==> config.mk <==
export PLATFORM = sky130hd
export DESIGN_NAME = instr_fetch
export DESIGN_NICKNAME = d
export VERILOG_FILES = /design/src/rtl/riscv_pkg.sv /design/src/rtl/sync_fifo.sv /design/src/rtl/instr_fetch.sv
export SDC_FILE = /design/constraint.sdc
export NUM_CORES = 1
export LEC_CHECK = 0
export CORE_MARGIN = 2
export CORE_UTILIZATION = 48
export CTS_CLUSTER_DIAMETER = 80
export DETAILED_ROUTE_END_ITERATION = 8
export PLACE_DENSITY = 0.79
export SLEW_MARGIN = 20
export SYNTH_ARGS = -nofsm -noshare
export SYNTH_HDL_FRONTEND = slang
export SYNTH_HIERARCHICAL = 1
export SYNTH_SLANG_ARGS = --single-unit
==> constraint.sdc <==
create_clock -name clk -period 12.2 [get_ports clk]
set_input_delay 2.44 -clock clk [delete_from_list [all_inputs] [get_ports clk]]
set_output_delay 2.44 -clock clk [all_outputs]
set_load 0.02 [all_outputs]
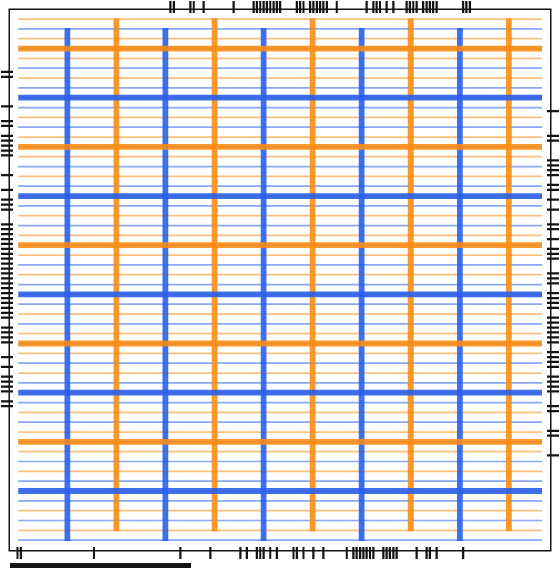
(run_1/pdn.png)
Scale bar: 50 µm. Pins as bars on the die edge.
color	net
blue	VSS
orange	VDD
met4 straps	10
signal pins	168
met1 rails	54
rows	53
die height: 149 µm
worst ir drop on vdd: 0.0867 mV
Core Box Area: 20900 µm²

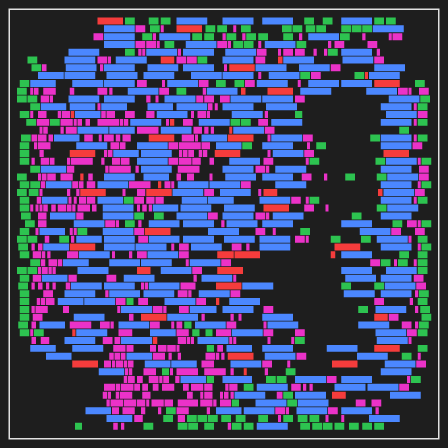
(run_1/cell_classes.png)
color	class	cells	share of their area
blue	flops	234	55%
green	other buffers and delay cells	172	14%
magenta	all other logic	444	25%
red	clock drivers and dummy loads	44	6.0%
Rows: 53
sequential share of cell area: 53.6%
Final Util: 61.0%
Design Area, Final: 12700 µm²

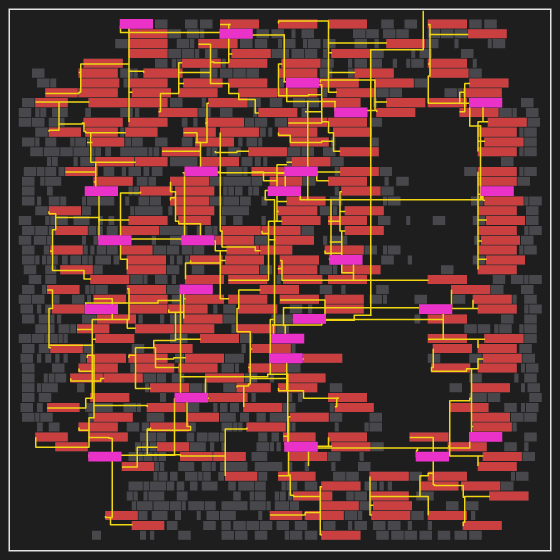
(run_1/clock_map.png)
[red] flip-flops | count: 234
[magenta] cells driving clock nets | count: 24
[yellow] clock wires | length: 2580 µm
routed clock nets	25
Clock Latency Late Sink: 0.51 ns
Setup Skew: 0.0118 ns
Clk pwr share: 32.7%

==> impl_metrics.py, run 1 <==
# Auto-generated metrics
metrics = {
    "final_layout": {
        "largest_class": "sequential cells",
        "drive_gt1_share_pct": 9.73,
        "comb_area_share_pct": 24.0,
        "clockBufferCount": 34,
        "largest_register_ffs": 128,
        "bufAreaShareNonClock_pct": 13.3,
        "mi_logic_area_um2": 3060,
        "num-nonclk-buffers": 172,
        "flop-count": 234,
        "logic_gates": 425,
        "lay_top_count": "edfxtp_1",
        "finalNonFillerCells": 1169,
        "seqCellArea_um2": 6820,
        "clk_share_pct": 5.86,
        "inv_count": 19,
        "diodes": 0,
        "syn2layout_area_growth_pct": 25.5,
    },
    "clocking": {
        "cts_setup_buffers": 0,
        "cts_tree": "yes",
        "cts_hold_buf": 0,
        "cts-root-buf": "clkbuf_16",
        "clk_pin_slew_ns": 0.06,
        "cts.sinks": 234,
    },
    "timing": {
        "slew_viol_final": 0,
        "max_freq_ghz": 0.181,
        "hold_viol": 0,
        "holdWs_ns": 0.507,
        "tns_ns": 0,
        "min_period_ns": 5.52,
        "rsz0062_at_grt": "false",
        "max_slew_margin_pct": 28.5,
        "tightest_slew_ns": 1.07,
        "setup_slack_ns": 6.68,
        "setup_viol": 0,
        "finalCritPeriodShare_pct": 45.3,
    },
    "route": {
        "wl_met2_um": 9920,
        "wl_met3_um": 1350,
        "first_pass_iters": 7,
        "drtIter0Drc": 349,
        "vias_per_cell": 5.14,
        "antenna_left": 0,
        "route.detailed.drc": 0,
        "wl_per_cell_um": 17.1,
        "routed_wl_um": 20000,
    },
    "worst_setup_path": {
        "critPathMaxFanout": 39,
        "path_cells": "buf_4, mux2i_1, nor2_1, clkdlybuf4s50_1",
        "arrival_ns": 3.08,
        "path_delay_family": "buffers and inverters",
        "crit_type": "reg -> out",
        "rrSetupSlack_ns": 9.08,
        "cp-start-kind": "register",
        "cp_slowest_cell": "dfrtp_4",
        "max_stage_delay_ns": 0.73,
        "cp.required_ns": 9.76,
        "reg2regPathDepth": 7,
    },
    "place": {
        "dp.cells": 1125,
        "io_buffers": 163,
        "dpl.hpwl_um": 12400,
        "dp_slack_ns": 6.76,
        "place_area_um2": 12000,
        "gp_congestion": 0.759,
    },
    "hold_path": {
        "hold_depth": 2,
        "hp-class": "reg -> reg",
    },
    "logic_synthesis": {
        "ys_area_um2": 10100,
        "xor_share_pct": 3.28,
        "yosys.area_share.aoi_pct": 2.58,
        "synth_seq_share_pct": 67.2,
        "synth.mux.area_fraction_pct": 9.98,
        "simple_gate_area_share_pct": 11.9,
        "logic_family": "simple AND/OR/NAND/NOR gates",
        "ys.flop_type": "edfxtp_1",
        "synth_stat.cells": 709,
        "synth.most_common_cell": "edfxtp_1",
        "synth_cell_types": 53,
        "synth_area_leader_cell": "edfxtp_1",
        "synthArstFlopShare_pct": 17.9,
        "synthTopCellsByCount": "edfxtp_1 (192), nor2_1 (111), mux2i_1 (97)",
        "top_cell_area_share_pct": 56.8,
        "ys.flops": 234,
        "syn_avg_cell_area_um2": 14.3,
        "synth-edff-count": 192,
    },
    "pwr": {
        "powerSeq_mw": 1.01,
        "p_switching_uw": 565,
        "top_power_group": "registers",
        "power.density_nw_per_um2": 163,
        "power_leakage_nw": 4.29,
        "p_comb_share_pct": 18.3,
    },
    "run": {
        "warning_count": 32,
        "maxCapViolCount": 0,
    },
    "global_route": {
        "top_usage_layer": "met2",
        "grt_pass1_wl_um": 31400,
        "grt_util_all_layers_pct": 17.9,
        "use_met1_pct": 22.9,
        "antenna_found_initial": 0,
        "grt_pass1_vias": 6011,
        "grt_use_met3_pct": 3.46,
        "grt_overflow": 0,
        "use_met2_pct": 31.1,
    },
    "run_status": {
        "status": "finished clean",
    },
    "die": {
        "fp_util_pct": 48.6,
        "die_x_um": 149,
        "num_io_pins": 168,
        "die_area_um2": 22300,
        "num_tap_cells": 275,
    },
}
--- run 2 (diff from run 1) ---
==> constraint.sdc (replaced) <==
create_clock -name clk -period 5.4 [get_ports clk]
set_input_delay 1.08 -clock clk [delete_from_list [all_inputs] [get_ports clk]]
set_output_delay 1.08 -clock clk [all_outputs]
set_load 0.02 [all_outputs]
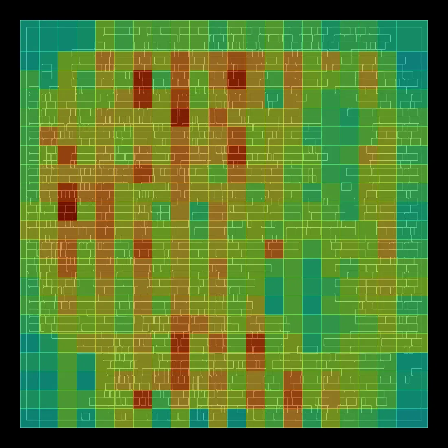
(run_2/final_congestion.png)
Top Usage Layer GRT: met2
Final Util: 60.9%
met2 usage: 31.0%
GRT Total Usage: 17.9%
met1 GRT Util: 23.6%

==> impl_metrics.py, run 2 <==
# Auto-generated metrics
metrics = {
    "clocking": {
        "cts-root-buf": "clkbuf_16",
        "cts.sinks": 234,
        "cts_setup_buffers": 0,
        "cts_hold_buf": 0,
        "insertion_delay_ns": 0.50,
        "cts_tree": "yes",
    },
    "place": {
        "place_area_um2": 12000,
        "dpl.hpwl_um": 12600,
        "io_buffers": 163,
        "dp.cells": 1125,
        "gp_congestion": 0.768,
    },
    "pwr": {
        "power.density_nw_per_um2": 363,
        "top_power_group": "registers",
        "p_comb_share_pct": 18.5,
        "vdd_ir_drop_max_mv": 0.189,
        "p_switching_mw": 1.25,
        "powerSeq_mw": 2.29,
        "clockPowerShare_pct": 31.9,
    },
    "global_route": {
        "grt_pass1_wl_um": 31500,
        "grt_overflow": 0,
        "antenna_found_initial": 0,
        "grt_use_met3_pct": 2.91,
    },
    "final_layout": {
        "seq_area_share_pct": 53.6,
        "syn2layout_area_growth_pct": 25.4,
        "mi_logic_area_um2": 3070,
        "inv_count": 19,
        "fin_area_um2": 12700,
        "finalNonFillerCells": 1167,
        "lay_top_count": "edfxtp_1",
        "logic_gates": 425,
        "clk_share_pct": 5.44,
        "drive_gt1_share_pct": 8.97,
        "diodes": 0,
    },
    "run_status": {
        "status": "finished clean",
    },
    "timing": {
        "rsz0062_at_grt": "false",
        "tightest_slew_ns": 1.07,
        "max_freq_ghz": 0.256,
        "max_slew_margin_pct": 28.8,
        "holdWs_ns": 0.483,
        "finalCritPeriodShare_pct": 72.4,
        "clock_skew_ns": 0.0147,
        "setup_viol": 0,
        "min_period_ns": 3.91,
        "tns_ns": 0,
    },
    "logic_synthesis": {
        "synthArstFlopShare_pct": 17.9,
        "ys.flops": 234,
        "ys.flop_type": "edfxtp_1",
        "synth_stat.cells": 709,
        "synth.mux.area_fraction_pct": 9.98,
        "ys_area_um2": 10100,
        "logic_family": "simple AND/OR/NAND/NOR gates",
        "synth_cell_types": 53,
        "yosys.area_share.aoi_pct": 2.58,
        "synth.most_common_cell": "edfxtp_1",
        "syn_avg_cell_area_um2": 14.3,
        "top_cell_area_share_pct": 56.8,
        "synth-edff-count": 192,
        "simple_gate_area_share_pct": 11.9,
        "xor_share_pct": 3.28,
        "synth_area_leader_cell": "edfxtp_1",
        "synth_seq_share_pct": 67.2,
    },
    "route": {
        "routed_wl_um": 20000,
        "route.detailed.drc": 0,
        "drtIter0Drc": 388,
        "wl_met3_um": 1240,
        "first_pass_iters": 4,
        "wl_met2_um": 9970,
        "wl_per_cell_um": 17.1,
    },
    "hold_path": {
        "hp-class": "reg -> reg",
        "hold_depth": 2,
    },
    "die": {
        "num_io_pins": 168,
        "num_tap_cells": 275,
        "fp.dieH_um": 149,
        "rows": 53,
        "fp_util_pct": 48.6,
    },
    "worst_setup_path": {
        "rrSetupSlack_ns": 2.28,
        "cp_slowest_cell": "dfrtp_4",
        "max_stage_delay_ns": 0.99,
        "path_cells": "buf_4, mux2i_1, nor2_1, clkdlybuf4s50_1",
        "arrival_ns": 2.83,
        "path_delay_family": "buffers and inverters",
    },
    "run": {
        "maxCapViolCount": 0,
    },
}
Power is estimated from default activity; no workload was simulated.
